--- config.mk ---
export PLATFORM = sky130hd
export DESIGN_NAME = hilo_muldiv_unit
export DESIGN_NICKNAME = d
export VERILOG_FILES = /design/src/rtl/hilo_muldiv_unit.sv
export SDC_FILE = /design/constraint.sdc
export NUM_CORES = 1
export LEC_CHECK = 0
export CAP_MARGIN = 15
export CORE_MARGIN = 1.5
export CORE_UTILIZATION = 50
export DETAILED_ROUTE_END_ITERATION = 10
export GPL_ROUTABILITY_DRIVEN = 0
export PLACE_DENSITY = 0.76
export SYNTH_ARGS = -nofsm -noshare
export SYNTH_HDL_FRONTEND = slang
export SYNTH_SLANG_ARGS = --single-unit
export TNS_END_PERCENT = 20
--- constraint.sdc ---
create_clock -name clk -period 7.3 [get_ports clk]
set_clock_uncertainty 0.05 [all_clocks]
set_input_delay 1.095 -clock clk [delete_from_list [all_inputs] [get_ports clk]]
set_output_delay 1.095 -clock clk [all_outputs]
set_load 0.05 [all_outputs]
--- src/rtl/hilo_muldiv_unit.sv ---
// Iterative multiply/divide unit owning the HI/LO register pair.
// Shift-add multiply (LSB first) and restoring divide (MSB first), one bit per cycle.
module hilo_muldiv_unit #(
  parameter int WIDTH = 32,
  parameter int CNT_W = 6
) (
  input  logic             clk,
  input  logic             rst_n,
  input  logic             start,
  input  logic [1:0]       op,
  input  logic [WIDTH-1:0] a,
  input  logic [WIDTH-1:0] b,
  input  logic             mthi,
  input  logic             mtlo,
  input  logic [WIDTH-1:0] wdata,
  output logic [WIDTH-1:0] hi,
  output logic [WIDTH-1:0] lo,
  output logic             busy,
  output logic             done,
  output logic             div_zero
);

  typedef enum logic [1:0] {IDLE, CALC, FIX} state_t;

  state_t             state, state_next;
  logic [CNT_W-1:0]   cnt;
  logic               is_div;
  logic               sign_a, sign_b;
  logic [WIDTH-1:0]   mag_a, mag_b, quo;
  logic [WIDTH:0]     rem;
  logic [2*WIDTH-1:0] acc;

  logic               in_neg_a, in_neg_b;
  logic [WIDTH-1:0]   in_mag_a, in_mag_b;
  logic [WIDTH:0]     mul_sum;
  logic [WIDTH:0]     div_shift;
  logic [WIDTH+1:0]   div_diff;
  logic               div_ok;
  logic [2*WIDTH-1:0] prod_fix;
  logic [WIDTH-1:0]   quo_fix, rem_fix, orig_a;

  assign busy = (state != IDLE);

  always_ff @(posedge clk or negedge rst_n) begin
    if (!rst_n) state <= IDLE;
    else        state <= state_next;
  end

  always_comb begin
    state_next = state;
    case (state)
      IDLE:    if (start) state_next = CALC;
      CALC:    if (cnt == CNT_W'(WIDTH-1)) state_next = FIX;
      FIX:     state_next = IDLE;
      default: state_next = IDLE;
    endcase
  end

  always_comb begin
    in_neg_a  = ~op[0] & a[WIDTH-1];
    in_neg_b  = ~op[0] & b[WIDTH-1];
    in_mag_a  = in_neg_a ? -a : a;
    in_mag_b  = in_neg_b ? -b : b;
    mul_sum   = {1'b0, acc[2*WIDTH-1:WIDTH]} + {1'b0, (mag_b[0] ? mag_a : '0)};
    // rem[WIDTH] is always zero between steps; it still feeds the trial subtraction
    div_shift = {rem[WIDTH-1:0], quo[WIDTH-1]};
    div_diff  = {rem, quo[WIDTH-1]} - {2'b00, mag_b};
    div_ok    = ~div_diff[WIDTH+1];
    prod_fix  = (sign_a ^ sign_b) ? -acc : acc;
    quo_fix   = (sign_a ^ sign_b) ? -quo : quo;
    rem_fix   = sign_a ? -rem[WIDTH-1:0] : rem[WIDTH-1:0];
    orig_a    = sign_a ? -mag_a : mag_a;
  end

  always_ff @(posedge clk or negedge rst_n) begin
    if (!rst_n) begin
      hi       <= '0;
      lo       <= '0;
      done     <= 1'b0;
      div_zero <= 1'b0;
      cnt      <= '0;
      is_div   <= 1'b0;
      sign_a   <= 1'b0;
      sign_b   <= 1'b0;
      mag_a    <= '0;
      mag_b    <= '0;
      quo      <= '0;
      rem      <= '0;
      acc      <= '0;
    end else begin
      done <= 1'b0;
      case (state)
        IDLE: begin
          if (mthi) hi <= wdata;
          if (mtlo) lo <= wdata;
          if (start) begin
            is_div   <= op[1];
            sign_a   <= in_neg_a;
            sign_b   <= in_neg_b;
            mag_a    <= in_mag_a;
            mag_b    <= in_mag_b;
            quo      <= in_mag_a;
            rem      <= '0;
            acc      <= '0;
            cnt      <= '0;
            div_zero <= op[1] && (b == '0);
          end
        end
        CALC: begin
          cnt <= cnt + 1'b1;
          if (is_div) begin
            rem <= div_ok ? div_diff[WIDTH:0] : div_shift;
            quo <= {quo[WIDTH-2:0], div_ok};
          end else begin
            acc   <= {mul_sum, acc[WIDTH-1:1]};
            mag_b <= mag_b >> 1;
          end
        end
        FIX: begin
          done <= 1'b1;
          if (!is_div) begin
            hi <= prod_fix[2*WIDTH-1:WIDTH];
            lo <= prod_fix[WIDTH-1:0];
          end else if (div_zero) begin
            hi <= orig_a;
            lo <= '1;
          end else begin
            hi <= rem_fix;
            lo <= quo_fix;
          end
        end
        default: ;
      endcase
    end
  end

endmodule

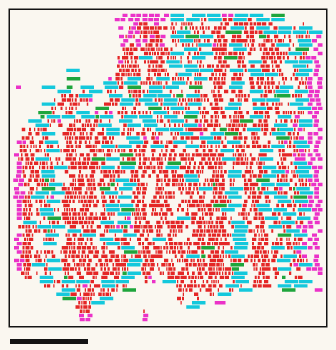
Figure 1: run 1, cell classes on the final placement.
The bar under the picture is 50 µm long.
legend:
  flops:
    color: cyan
    cells: 270
  combinational and other logic:
    color: red
    cells: 2,045
  clock drivers and dummy loads:
    color: green
    cells: 56
  other buffers and delay cells:
    color: magenta
    cells: 192
core footprint: 39,600 µm²
final cell area excluding filler cells: 23,100 µm²

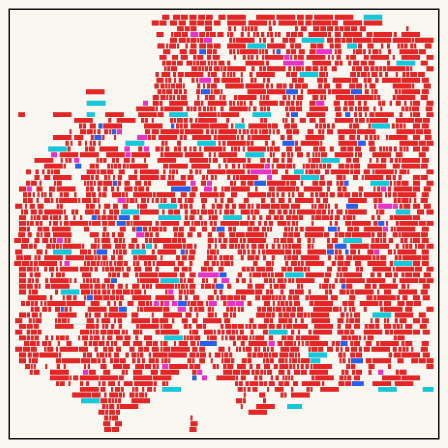
Figure 2: run 1, cell sizes after repair.
legend:
  _6 and larger:
    color: cyan
    cells: 43
    share: 1.7%
    most_used: clkbuf_16
  _2 cells:
    color: blue
    cells: 44
    share: 1.7%
    most_used: o41ai_2
  _3 and _4 cells:
    color: magenta
    cells: 47
    share: 1.8%
    most_used: buf_4
  _0 and _1 cells:
    color: red
    cells: 2,429
    share: 95%
    most_used: nand2_1
nonclk buf count: 192
final worst-path setup slack: 2.95 ns
layout overhead on the synthesized area: 15.3%

==> impl_metrics.tcl, run 1 <==
# yosys + openroad results
set metrics [dict create \
    status "complete, no violations" \
    synth.yosys.num_cells 2460 \
    avgRoutedWirePerCell_um 21.0 \
    sequential_cell_count_of_the_final_layout 270 \
    ys_seq_elements 270 \
    hold_path_class "primary input to async pin" \
    reg.largest.list "acc (64), rem (33)" \
    layout.buffer.nonclock.area_share_pct 8.18 \
    initial_core_util_pct 50.7 \
    slew-limit-headroom_pct 24.6 \
    die.size.x_um 203 \
    synth-compound-area-share_pct 27.0 \
    pwr-share-comb_pct 56.9 \
    synthTopCellsByArea "dfrtp_1, o21ai_0, xnor2_1" \
    reg2reg_setup_slack_ns 2.95 \
    dpl-instance-area_um2 22100 \
    power.share.sequential_pct 28.1 \
    nets 2716 \
    timing.final.crit_share_pct 59.6 \
    largest_cell_class "multi-input combinational cells" \
    cell_internal_pwr_mw 5.34 \
    routed_via_density 6.34 \
    chipHeight_um 203 \
    area.share.sequential_pct 29.2 \
    warnings 29 \
    finalSetupViolations 0 \
    area_share_clock_buf_inv_pct 4.45 \
    netlist_logic_family_top "AND-OR/OR-AND gates" \
    n_clock_buffer 40 \
    grt_first_pass_wirelength_um 101000 \
    final_cells 3090 \
    floorplan.nets 2636 \
    power.share.clock_pct 15.0 \
    clockRootBuffer "clkbuf_16" \
    critical_path_cell_count 13 \
    worstSetupEndpointType "flip-flop" \
    largest_area_cell "dfrtp_1" \
    postCtsResizedCells 0 \
    final_core_util_pct 58.4 \
    post-route-drc-count 0 \
    comb_area_um2 12500 \
    simple_gate_area_share_pct 18.1 \
    power_switching_share_pct 49.4 \
    drv_slew 0 \
    place.detailed.hpwl_um 48600 \
    fp-row-count 73 \
    detailedPlace.worstSlack_ns 3.00 \
    wl_um 64800 \
    period_minus_slack_ns 4.35 \
    netlist-cell-type-count 95 \
    path_max_fanout 34 \
    crit_start "mag_b[0]" \
    yosys.stat.seqShare_pct 33.6 \
    routed-wl-met2_um 29100 \
    grt_antenna_before_repair 2 \
    ys_area_um2 20100 \
    critPathLaunchType "flip-flop" \
    timing.max_cap.violations 0 \
    routed-via-count 19600 \
    synthTopCellsByCount "nand2_1, o21ai_0, dfrtp_1" \
    filler_cell_count 3503 \
    routed.top_layer "met4" \
    worst_pin_slew_ns 1.13 \
    post_synth.cell_area_avg_um2 8.16 \
    registers.top_by_ff_count "acc" \
    power_clock_mw 1.58 \
    floorplan.tapcells 525 \
    net-switching-power_mw 5.22 \
    final_layout_top_logic_cell "nand2_1" \
    globalRouteMet2Util_pct 49.5 \
    crit_family "AND-OR/OR-AND gates" \
    async_set_reset_flop_share_out_of_synthesis_pct 100 \
    cts_buffers 31 \
    cp_data_arrival_time_ns 4.75 \
    gr-usage-met1_pct 40.9 \
    clock.latency.late_pin_ns 0.61 \
    unrepaired_setup_endpoints_after_global_routing "false" \
    fa_ha_area_share_pct 4.62 \
    depth_of_the_most_critical_reg_to_reg_path 13 \
    power.total_mw 10.6 \
    cp_cell_sequence "and2_1, ha_1, inv_1, fa_1, nor2b_1, o21ai_0, a21boi_0, o2111ai_1, a2111oi_0, nor2_1, o21ai_0, xnor2_1, o22ai_1" \
    grt_usage_pct 30.9 \
    grt_overflow_total 0 \
    grt_start_max_net_pins 173 \
    crit_path_frequent_cell "o21ai_0" \
    most_used_flip_flop_cell "dfrtp_1" \
    xor_share_pct 11.2 \
    pg_seq_mw 2.97 \
    power_density_nw_per_um2 456 \
    timing.fmax_mhz 230 \
    critPathRequiredTime_ns 7.70 \
    synth_area_um2 20100 \
    power_leakage_nw 9.50 \
    dieArea_um2 41400 \
    number_of_enable_type_register_cells_in_the_synthesized_netlist 0 \
    wl_met1_um 26400 \
    layout-drive-gt1-share_pct 5.23 \
    critical_path.n_buffers_inverters 1 \
    grt_pass1_vias 18300 \
    clockBufferDepth 3 \
    globalRoute.busiestLayer "met2" \
    cts_tree "built" \
    most_frequently_placed_logic_cells_in_the_final_layout "nand2_1, o21ai_0, dfrtp_1" \
]
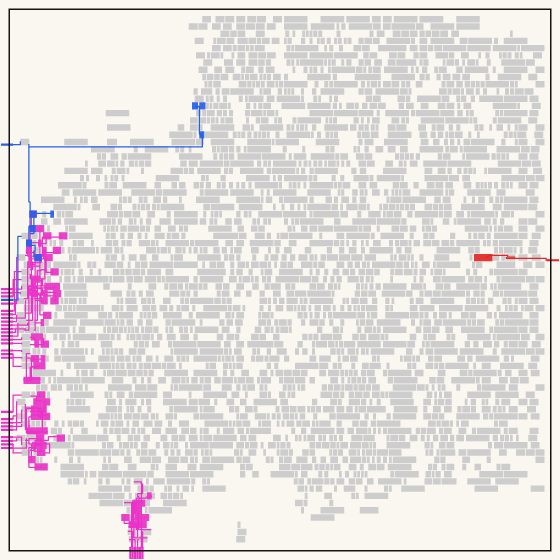
Figure 3: run 1, wires at chosen ports, followed through buffers.
legend:
  op:
    color: blue
    bits: 2
    direction: input
    end_cells: 8
    buffers: 2
    wire: 182 µm
  mtlo:
    color: red
    bits: 1
    direction: input
    end_cells: 1
    buffers: 1
    wire: 29.5 µm
  b:
    color: magenta
    bits: 32
    direction: input
    end_cells: 70
    buffers: 32
    wire: 945 µm
buffers added on ports: 169
ports placed on the boundary: 170

Figure 4. Routing congestion (run 1).
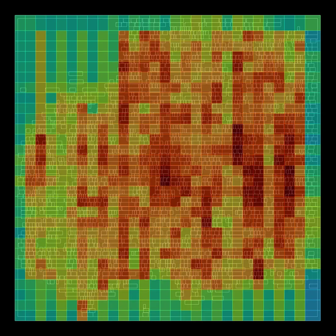

==> inputs of run 2 (changes only) <==
--- a/config.mk
+++ b/config.mk
@@ -10,7 +10,7 @@
 export CORE_UTILIZATION = 50
 export DETAILED_ROUTE_END_ITERATION = 10
 export GPL_ROUTABILITY_DRIVEN = 0
-export PLACE_DENSITY = 0.76
+export PLACE_DENSITY = 0.79
 export SYNTH_ARGS = -nofsm -noshare
 export SYNTH_HDL_FRONTEND = slang
 export SYNTH_SLANG_ARGS = --single-unit
==> constraint.sdc (replaced) <==
create_clock -name clk -period 3.9 [get_ports clk]
set_clock_uncertainty 0.05 [all_clocks]
set_input_delay 0.585 -clock clk [delete_from_list [all_inputs] [get_ports clk]]
set_output_delay 0.585 -clock clk [all_outputs]
set_load 0.05 [all_outputs]
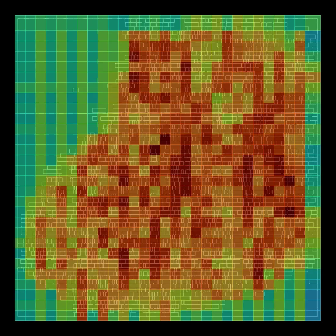
Figure 5: run 2, routing congestion.
final design utilization: 58.8%
global-route met1 utilization: 40.6%
WL/cell: 21.4 µm
global route hottest layer: met2
GR Util All Layers: 31.6%

==> run 2 against run 1 <==
Compared with the run above: sequential power grew 85%; critical endpoint is now rem[32]; sequential share of layout area shrank 0.21 points; largest power group unchanged; die size stayed put; synthesized cell count is the same; maximum frequency rose by 21%; the run now ends with negative hold slack left; area after synthesis did not move.
==> impl_metrics.tcl, run 2 <==
# yosys + openroad results
set metrics [dict create \
    grt_antenna_before_repair 0 \
    worstSetupEndpointType "flip-flop" \
    routed-wl-met2_um 30100 \
    filler_cell_count 3401 \
    drv_slew 0 \
    failed_checks "negative hold slack" \
    floorplan.nets 2636 \
    power_density_nw_per_um2 856 \
    reg2reg_setup_slack_ns 0.31 \
    nets 2740 \
    ys_seq_elements 270 \
    dieArea_um2 41400 \
    fa_ha_area_share_pct 4.62 \
    grt_overflow_total 0 \
    clockBufferDepth 3 \
    n_all_buffers 217 \
    initial_core_util_pct 50.7 \
    power_switching_share_pct 49.1 \
    wl_um 66600 \
    sequential_cell_count_of_the_final_layout 270 \
    clockRootBuffer "clkbuf_16" \
    cp_cell_sequence "inv_1, ha_1, inv_1, fa_1, a211oi_1, o211a_1, a2bb2oi_1, o221ai_1, o21ai_1, a21boi_0, o41a_1, or4b_1, o211ai_1" \
    depth_of_the_most_critical_reg_to_reg_path 13 \
    finalSetupViolations 0 \
    async_set_reset_flop_share_out_of_synthesis_pct 100 \
    synthTopCellsByArea "dfrtp_1, o21ai_0, xnor2_1" \
    detailedPlace.worstSlack_ns 0.344 \
    cts_tree "built" \
    post-route-drc-count 0 \
    crit_family "AND-OR/OR-AND gates" \
    routed_via_density 6.36 \
    routed-via-count 19800 \
    critical_path_cell_count 13 \
    critPathRequiredTime_ns 4.33 \
    synth_area_um2 20100 \
    core_area_um2 39600 \
    pwr-share-comb_pct 57.7 \
    fp-row-count 73 \
    n_clock_buffer 42 \
    cell_internal_pwr_mw 10.2 \
    power_leakage_nw 9.62 \
    wl_met1_um 25600 \
    most_frequently_placed_logic_cells_in_the_final_layout "nand2_1, o21ai_0, dfrtp_1" \
    number_of_enable_type_register_cells_in_the_synthesized_netlist 0 \
    synth-compound-area-share_pct 27.0 \
    layout.buffer.nonclock.area_share_pct 8.98 \
    period_minus_slack_ns 3.59 \
    clock.latency.late_pin_ns 0.58 \
    final_layout_top_logic_cell "nand2_1" \
    synthTopCellsByCount "nand2_1, o21ai_0, dfrtp_1" \
    unrepaired_setup_endpoints_after_global_routing "false" \
    net-switching-power_mw 9.81 \
    path_max_fanout 3 \
    syn2layout_area_growth_pct 16.1 \
    largest_cell_class "multi-input combinational cells" \
    comb_area_um2 12500 \
    status "finished with violations" \
    hold_slack_ns -0.0230 \
    timing.fmax_mhz 279 \
    hold_viol_final 14 \
    xor_share_pct 11.2 \
    layout-drive-gt1-share_pct 5.92 \
    routed.top_layer "met4" \
    pg_seq_mw 5.50 \
]
Power figures rest on the tool's default switching activity, not on a simulated workload.
